==> run_1/congestion.png <==
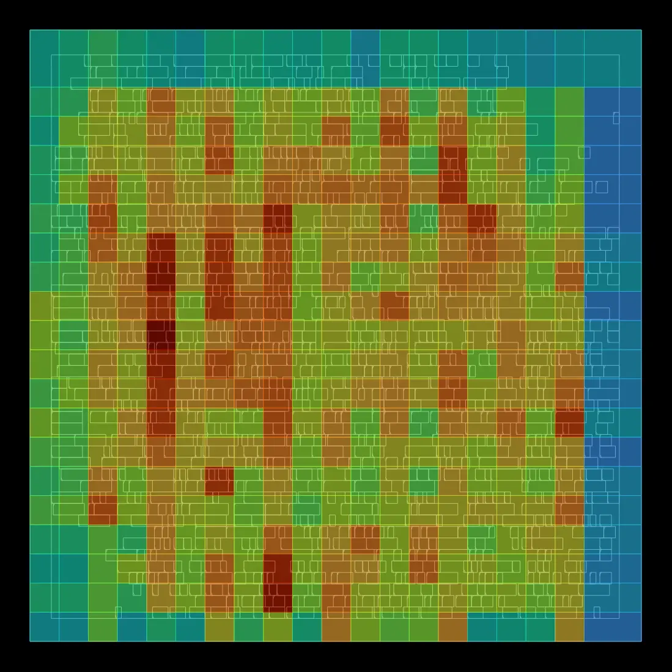
==> run_1/flops_by_reg.png <==
Scale bar: 50 µm.
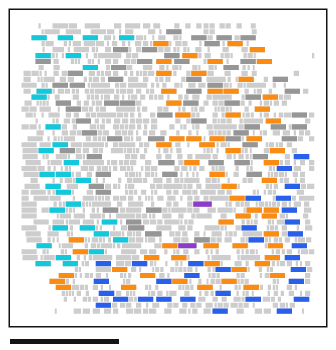
==> run_1/wires.png <==
Two of the layers only.
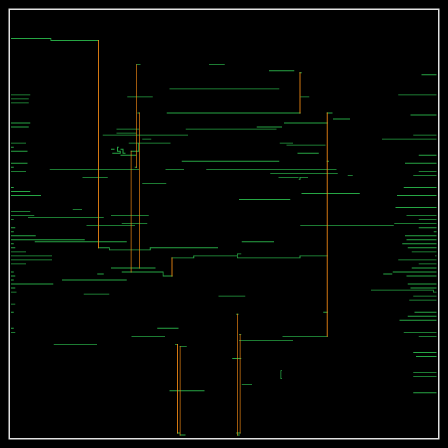
==> run_1/logic_types.png <==
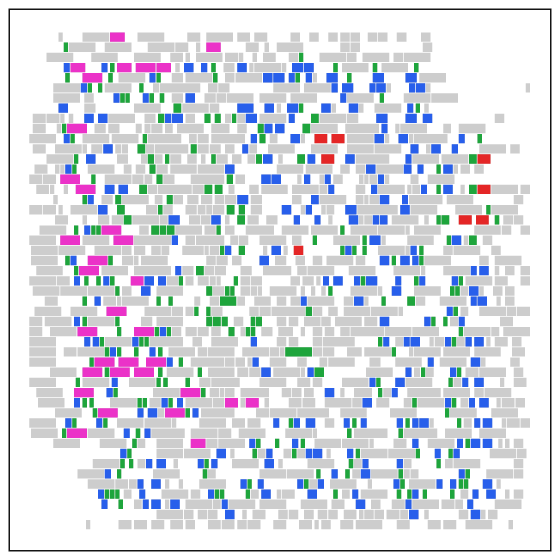
File: src/rtl/instr_fetch_pkg.sv
// Shared definitions for the MIPS instruction-fetch (IF) stage.
//   ADDR_WIDTH / INSTR_WIDTH : datapath widths
//   INSTR_NOP                : SLL $0,$0,0, injected into IF/ID as a bubble
//   if_state_e               : fetch FSM encoding (REQ / HELD / DRAIN)
//   hold_t                   : one-entry hold buffer contents (instruction + its PC+4)
package instr_fetch_pkg;

  localparam int ADDR_WIDTH  = 32;
  localparam int INSTR_WIDTH = 32;

  localparam logic [INSTR_WIDTH-1:0] INSTR_NOP = '0;

  typedef enum logic [1:0] {
    IF_REQ   = 2'd0,  // request outstanding at pc
    IF_HELD  = 2'd1,  // fetched word parked in the hold buffer during a stall
    IF_DRAIN = 2'd2   // waiting out a pre-redirect request whose data is discarded
  } if_state_e;

  typedef struct packed {
    logic [INSTR_WIDTH-1:0] instr;
    logic [ADDR_WIDTH-1:0]  pc_plus4;
  } hold_t;

  // Force a byte address onto a word boundary.
  function automatic logic [ADDR_WIDTH-1:0] word_align(input logic [ADDR_WIDTH-1:0] addr);
    return {addr[ADDR_WIDTH-1:2], 2'b00};
  endfunction

endpackage

File: src/rtl/instr_fetch.sv
// IF stage of the 5-stage MIPS pipeline.
// Owns the PC, fetches words from instruction memory over a req/rdy handshake and
// drives the IF/ID register (instr, PC+4, valid) consumed by instr_decode.
// Stalls are absorbed by a one-entry hold buffer; redirects squash IF/ID to a NOP
// bubble and, if a request is still in flight, drain it before refetching.
// Ports:
//   clk_87, rst_87                   clock, synchronous active-high reset
//   stall_87                         hold PC and IF/ID this cycle
//   redirect_87, redirect_addr_87    refetch from redirect target (low 2 bits ignored)
//   imem_req_87, imem_addr_87        fetch request / address to instruction memory
//   imem_rdy_87, imem_data_87        fetch completion / instruction word
//   instr_87, pc_out_87, valid_87    IF/ID register outputs
module instr_fetch
  import instr_fetch_pkg::*;
#(
  parameter logic [ADDR_WIDTH-1:0]  RESET_PC  = '0,
  parameter logic [INSTR_WIDTH-1:0] NOP_INSTR = INSTR_NOP
) (
  input  logic                   clk_87,
  input  logic                   rst_87,
  input  logic                   stall_87,
  input  logic                   redirect_87,
  input  logic [ADDR_WIDTH-1:0]  redirect_addr_87,
  output logic                   imem_req_87,
  output logic [ADDR_WIDTH-1:0]  imem_addr_87,
  input  logic                   imem_rdy_87,
  input  logic [INSTR_WIDTH-1:0] imem_data_87,
  output logic [INSTR_WIDTH-1:0] instr_87,
  output logic [ADDR_WIDTH-1:0]  pc_out_87,
  output logic                   valid_87
);

  if_state_e              state_q;
  logic [ADDR_WIDTH-1:0]  pc_q;
  logic [ADDR_WIDTH-1:0]  drain_addr_q;
  hold_t                  hold_q;
  logic [INSTR_WIDTH-1:0] instr_q;
  logic [ADDR_WIDTH-1:0]  pc_out_q;
  logic                   valid_q;

  logic [ADDR_WIDTH-1:0]  pc_plus4;

  // Wraps modulo 2^ADDR_WIDTH by construction of the width.
  assign pc_plus4 = pc_q + ADDR_WIDTH'(4);

  // Request is gated by reset so an abandoned fetch is not re-presented during reset.
  assign imem_req_87  = ((state_q == IF_REQ) || (state_q == IF_DRAIN)) && !rst_87;
  assign imem_addr_87 = (state_q == IF_DRAIN) ? drain_addr_q : pc_q;

  assign instr_87  = instr_q;
  assign pc_out_87 = pc_out_q;
  assign valid_87  = valid_q;

  // NOTE: all state here is sequential and uses non-blocking assignment so every
  // register samples the pre-edge values of the others, independent of statement order.
  always_ff @(posedge clk_87) begin
    if (rst_87) begin
      state_q      <= IF_REQ;
      pc_q         <= RESET_PC;
      drain_addr_q <= '0;
      hold_q       <= '0;
      instr_q      <= NOP_INSTR;
      pc_out_q     <= '0;
      valid_q      <= 1'b0;
    end else if (redirect_87) begin
      // Redirect overrides stall in every state; IF/ID becomes a bubble, pc_out kept.
      pc_q    <= word_align(redirect_addr_87);
      instr_q <= NOP_INSTR;
      valid_q <= 1'b0;
      unique case (state_q)
        IF_REQ: begin
          if (imem_rdy_87) begin
            state_q <= IF_REQ;  // transfer completes now; its data is simply dropped
          end else begin
            state_q      <= IF_DRAIN;
            drain_addr_q <= pc_q;  // address must stay put until memory answers
          end
        end
        IF_HELD:  state_q <= IF_REQ;  // hold buffer contents abandoned
        // A drained transfer that completes this very cycle is finished; otherwise
        // keep draining the original address and only retarget pc.
        IF_DRAIN: state_q <= imem_rdy_87 ? IF_REQ : IF_DRAIN;
        default:  state_q <= IF_REQ;
      endcase
    end else begin
      unique case (state_q)
        IF_REQ: begin
          if (imem_rdy_87) begin
            pc_q <= pc_plus4;
            if (stall_87) begin
              hold_q  <= '{instr: imem_data_87, pc_plus4: pc_plus4};
              state_q <= IF_HELD;
            end else begin
              instr_q  <= imem_data_87;
              pc_out_q <= pc_plus4;
              valid_q  <= 1'b1;
            end
          end else if (!stall_87) begin
            // Memory still busy: push a bubble down the pipe, keep pc_out.
            instr_q <= NOP_INSTR;
            valid_q <= 1'b0;
          end
        end
        IF_HELD: begin
          if (!stall_87) begin
            instr_q  <= hold_q.instr;
            pc_out_q <= hold_q.pc_plus4;
            valid_q  <= 1'b1;
            state_q  <= IF_REQ;
          end
        end
        IF_DRAIN: begin
          // Stale data is discarded; IF/ID already holds the redirect bubble.
          if (imem_rdy_87) state_q <= IF_REQ;
        end
        default: state_q <= IF_REQ;
      endcase
    end
  end

endmodule
File: config.mk
export PLATFORM = sky130hd
export DESIGN_NAME = instr_fetch
export DESIGN_NICKNAME = d
export VERILOG_FILES = /design/src/rtl/instr_fetch_pkg.sv /design/src/rtl/instr_fetch.sv
export SDC_FILE = /design/constraint.sdc
export NUM_CORES = 1
export LEC_CHECK = 0
export CAP_MARGIN = 15
export CORE_MARGIN = 5
export CORE_UTILIZATION = 47
export DETAILED_ROUTE_END_ITERATION = 8
export PLACE_DENSITY_LB_ADDON = 0.12
export SYNTH_ARGS = -nofsm -noshare
export SYNTH_HDL_FRONTEND = slang
export SYNTH_SLANG_ARGS = --single-unit
File: constraint.sdc
create_clock -name clk_87 -period 2.1 [get_ports clk_87]
set_input_delay 0.315 -clock clk_87 [delete_from_list [all_inputs] [get_ports clk_87]]
set_output_delay 0.315 -clock clk_87 [all_outputs]
set_load 0.1 [all_outputs]
==> run_results.csv, run 1 <==
group,metric,value,unit
synth,ys_ff,187,
place,io_buffers,160,
timing,tightest_slew,0.680,ns
layout,nMultiInputCombCells,751,
synth,xor_area_share,5.14,%
place,dp_cells,1414,
synth,synth-async-reset-ratio,0,%
outcome,failed_checks,"negative setup slack",
floorplan,fp-utilization,47.6,%
detailed_routing,dr.pass1.iters,5,
hold_path,hold_end,"hold_q[51]",
clock_network,htreeDepth,4,
layout,syn_to_final_growth,37.4,%
timing,post-route-min-period,2.11,ns
clock_network,cts_tree,"done",
flow_run,warnings,30,
synth,ys_types,49,
floorplan,rows,49,
worst_setup_path,path_cells,"clkinvlp_4, nand2_8, clkbuf_16, mux2_2, buf_12",
clock_network,clock_sinks,187,
clock_network,cts_buffer_depth,2,
timing,fin_ws,-0.00807,ns
timing,setup_viol,6,
power_and_ir_drop,swShare,31.0,%
worst_setup_path,path_depth,5,
layout,comb_share,37.9,%
worst_setup_path,crit_fanout,7,
grt,gr-total-overflow,0,
synth,ys_sh_mux,4.32,%
power_and_ir_drop,power_leakage,4.54,nW
layout,instances_no_fill,1453,
synth,netlist_top_cells_count,"dfxtp_1, nand2_1, a21oi_1",
floorplan,die_h,145,µm
synth,post-synth-top-count-cell,"dfxtp_1",
hold_path,hp-start,"rst_87",
synth,synthCells,1050,
layout,layout.nets,1281,
detailed_routing,drc,0,
power_and_ir_drop,ir_worst_vdd,0.000584,V
layout,combGateArea,0.00444,mm²
timing,finalClockSkew,0.0116,ns
timing,drv_slew,0,
floorplan,chip_area,0.0209,mm²
synth,edf_count,0,
power_and_ir_drop,combinationalPowerShare,21.8,%
synth,yosys-stat-cells,1050,
clock_network,clk_pin_slew_worst_paths,0.07,ns
hold_path,hp-class,"in -> reg",
layout,antenna_cells,0,
place,postPlaceCellArea,0.0109,mm²
detailed_routing,antenna_left,0,
outcome,status,"complete, but fails checks",
clock_network,clock_latency,0.43,ns
worst_setup_path,start_kind,"flop",
grt,grt_max_degree,67,
grt,grt_pass1_vias,7539,
power_and_ir_drop,p_sw,0.00280,W
place,routabilityCongestion,0.874,
power_and_ir_drop,largestPowerGroup,"registers",
clock_network,cts_resized,10,
worst_setup_path,r2r_slack,0.13,ns
synth,ys_sh_simple,22.2,%
layout,clk_share,5.07,%
synth,topCombFamilyByArea,"simple AND/OR/NAND/NOR gates",
worst_setup_path,cpPeakStageDelay,0.37,ns
synth,avgSynthCellArea,8.11,µm²
detailed_routing,vias_per_cell,5.54,
power_and_ir_drop,pwr_density_cell,771,mW/mm²
floorplan,n_tap_cell,229,
timing,setup-tns-final,-0.0292,ns
timing,max_freq,474,MHz
clock_network,cts_root_buffer,"clkbuf_16",
timing,relSlewSlack,54.5,%
worst_setup_path,cp_top_family,"buffers and inverters",
synth,ys_seq_share,44.0,%
grt,grt_pass1_wl,39.4,mm
synth,syn-cell-area,0.00852,mm²
clock_network,cts_made_buffers,17,
clock_network,post_cts_buffers,3,
place,hpwlAfterDp,17.4,mm
Back to the opening pictures, congestion.png:
Most Crowded Layer GR: met2
final core utilization: 65.4%
WL/cell: 17.4 µm
GRT Util Overall: 23.7%
GR Util met2: 37.9%

Back to the opening pictures, flops_by_reg.png:
[`instr_87`] blue | placed flops: 32
[`state_q`] purple | placed flops: 2
[`hold_q`] orange | placed flops: 62
[`drain_addr_q`] cyan | placed flops: 30 | where: a vertical strip on the left
not colored: 61
Sequential Power: 0.00381 W
Sequential Area: 0.00376 mm²
flop share of the area: 32.1%

Back to the opening pictures, wires.png:
[metal 4] orange | wire length: 427 µm
[metal 3] green | wire length: 1480 µm
vias post-DR: 8045
final WL: 25.3 mm

Back to the opening pictures, logic_types.png:
[NAND gates] green | cells: 221 | where: all over the die
[AND-OR and OR-AND gates] red | cells: 8
[inverting AOI/OAI gates] blue | cells: 243 | where: all over the die
[multiplexers] magenta | cells: 33 | where: a vertical strip on the left

-- run 1: metrics by stage --
stage | worst slack, ns | hold WS (ns) | power [W]
6_report | -0.00807 | 0.263 | 0.00903
5_1_grt | -0.0414 | 0.257 | 0.00936
4_1_cts | -0.00237 | 0.241 | 0.00905
3_5_place_dp | -0.304 | 0.437 | 0.00579
3_3_place_gp | -0.232 | 0.426 | 0.00578
2_1_floorplan | 0.0361 | 0.434 | 0.00511
-- run 1: layer usage --
metal  wire, µm  vias to the layer above  track usage [%]
li1           -                     4001                -
met1      11700                     3798             33.3
met2      11700                      220             37.9
met3       1480                       26             3.74
met4        427                        0             6.87
met5          0                        -                0
-- run 1: registers in the layout, indices dropped and copies added (netlist names) --
signal and flops:
pc_out_87 30, hold_q 62, valid_87 1, pc_q 30, instr_87 32, state_q 2, drain_addr_q 30
==> inputs of run 2 (changes only) <==
--- a/config.mk
+++ b/config.mk
@@ -7,2 +7,3 @@
 export LEC_CHECK = 0
+export ABC_AREA = 1
 export CAP_MARGIN = 15
--- a/constraint.sdc
+++ b/constraint.sdc
@@ -3,2 +3,2 @@
 set_output_delay 0.315 -clock clk_87 [all_outputs]
-set_load 0.1 [all_outputs]
+set_load 0.02 [all_outputs]
==> run_2/congestion.png <==
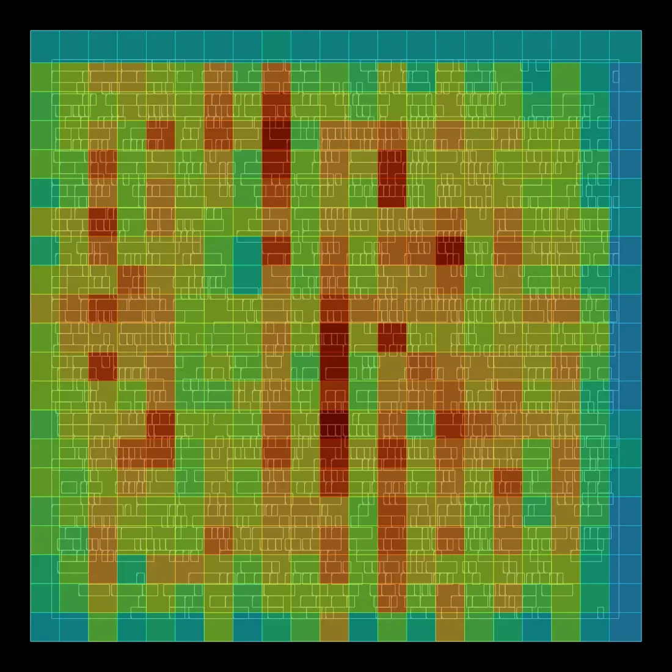
final core utilization: 61.4%
GR Util met2: 33.8%
WL/cell: 15.1 µm
GR Layer Usage met3: 6.42%

==> run_results.csv, run 2 <==
group,metric,value,unit
power_and_ir_drop,combinationalPowerShare,15.3,%
timing,fin_crit_sh,95.9,%
timing,drv_slew,0,
timing,fin_ws,0.0865,ns
outcome,status,"finished, final reports clean",
timing,post-route-min-period,2.01,ns
detailed_routing,vias,8529,
synth,xor_area_share,0.810,%
layout,nMultiInputCombCells,890,
power_and_ir_drop,pwr_density_cell,743,mW/mm²
power_and_ir_drop,finalPower,0.00823,W
layout,mostFrequentLayoutCell,"nand2_1",
worst_setup_path,crit_type,"reg -> out",
clock_network,clk_pin_slew_worst_paths,0.07,ns
floorplan,rows,49,
layout,comb_share,37.3,%
layout,final-nonclk-buf-share,17.5,%
clock_network,cts_made_buffers,17,
hold_path,hold_end,"pc_q[13]",
detailed_routing,topRoutingLayerUsed,"met4",
place,routabilityCongestion,0.887,
clock_network,cts_root_buffer,"clkbuf_16",
grt,antenna_found_initial,0,
layout,combGateArea,0.00413,mm²
layout,fillers,1673,
layout,instances_no_fill,1639,
synth,top_cell_area_share,43.3,%
layout,antenna_cells,0,
detailed_routing,wl_met3,1.82,mm
floorplan,io_pins,167,
hold_path,hp-class,"in -> reg",
timing,max_freq,497,MHz
timing,rsz0062_at_grt,"yes",
synth,avgSynthCellArea,6.79,µm²
floorplan,core_area,0.0180,mm²
synth,edf_count,0,
grt,grt_busiest_layer,"met2",
synth,ys_ff,187,
timing,setup-tns-final,0,ns
synth,yosys_area,0.00865,mm²
hold_path,hold_depth,2,
synth,synth-async-reset-ratio,0,%
timing,finalClockSkew,0.00681,ns
synth,syn-cell-area,0.00865,mm²
timing,relSlewSlack,65.9,%
clock_network,htreeDepth,4,
synth,synthCells,1273,
worst_setup_path,required,1.78,ns
synth,netlist_top_cells_count,"nand2_1, o21ai_0, dfxtp_1",
synth,ys_sh_simple,23.0,%
grt,use_met1,31.5,%
detailed_routing,wl,24.8,mm
clock_network,cts_buffer_depth,2,
grt,track_usage,22.5,%
grt,gr-total-overflow,0,
detailed_routing,wl_met2,11.0,mm
place,hpwlAfterDp,17.1,mm
synth,post-synth-top-count-cell,"nand2_1",
layout,largest_reg_flops,62,
detailed_routing,wl_met1,11.5,mm
detailed_routing,antenna_left,0,
layout,clkbuf_count,17,
hold_path,hp-start,"rst_87",
synth,topCombFamilyByArea,"AND-OR/OR-AND gates",
detailed_routing,drc,0,
grt,grt_pass1_vias,7786,
clock_network,clock_sinks,187,
synth,ys_types,35,
timing,whs,0.214,ns
detailed_routing,vias_per_cell,5.20,
worst_setup_path,r2r-end,"pc_q[30]",
layout,regMostFlops,"hold_q",
grt,grt_max_degree,67,
detailed_routing,dr.pass1.iters,7,
place,dpl_worst_slack,0.186,ns
power_and_ir_drop,power_frac_clock,37.6,%
grt,grt_pass1_wl,39.8,mm
layout,syn_to_final_growth,28.0,%
power_and_ir_drop,power_leakage,4.64,nW
place,dp_cells,1606,
worst_setup_path,critPathArrivalTime,1.70,ns
layout,largestClassByArea,"logic gates",
synth,yosys-stat-cells,1273,
detailed_routing,drt_first_iter_violations,555,
floorplan,fp-utilization,48.0,%
power_and_ir_drop,largestPowerGroup,"registers",
power_and_ir_drop,ir_worst_vdd,0.000594,V
timing,tightest_slew,0.511,ns
layout,signal_buffers,189,
floorplan,die_h,146,µm
flow_run,warnings,29,
layout,clk_share,5.07,%
worst_setup_path,end_kind,"output port",
floorplan,n_tap_cell,229,
layout,layout.nets,1467,
worst_setup_path,start_kind,"flop",
layout,drive_above_1_share,7.09,%
place,postPlaceCellArea,0.0105,mm²
place,io_buffers,160,
worst_setup_path,crit_fanout,30,
clock_network,clock_latency,0.43,ns
synth,ys_seq_share,43.3,%
timing,setup_viol,0,
power_and_ir_drop,swShare,29.2,%
worst_setup_path,r2r_slack,0.19,ns
flow_run,maxCapViolCount,0,
clock_network,cts_tree,"done",
floorplan,chip_area,0.0212,mm²
synth,ys_sh_mux,0,%
power_and_ir_drop,p_sw,0.00240,W
synth,area_leaders,"dfxtp_1, o21ai_0, nand2_1",
==> run_2/flops_by_reg.png <==
Scale bar: 50 µm.
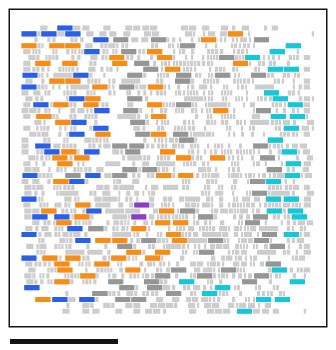
flop share of the area: 33.8%
Sequential Area: 0.00374 mm²
Sequential Power: 0.00387 W

[run 2: cell count changes in the layout (fill, tap and decap cells not counted), sizes merged, moves of 13 or more]
cell,delta
a211oi,-76
a31oi,+14
and3,-38
buf,-152
clkdlybuf4s50,+64
dlygate4sd2,+23
inv,+110
mux2,-30
nand2,+110
nand3,+13
nor2,+52
o21ai,+218
xnor2,-22
xor2,-20
[run 2: worst max-delay path, stage by stage, from the launching register on]
cell and delay [ns]:
dfxtp_1 0.31, inv_1 0.08, nand2_2 0.12, clkbuf_16 0.22
o21ai_0 0.19, dlygate4sd2_1 0.36
[run 2: timing repair]
item | in CTS | in global routing
gates cloned | 0 | 1
setup buffers | 0 | 0
gates resized | 30 | 10
setup endpoints to repair | 30 | 27
Power and IR drop assume default switching activity.
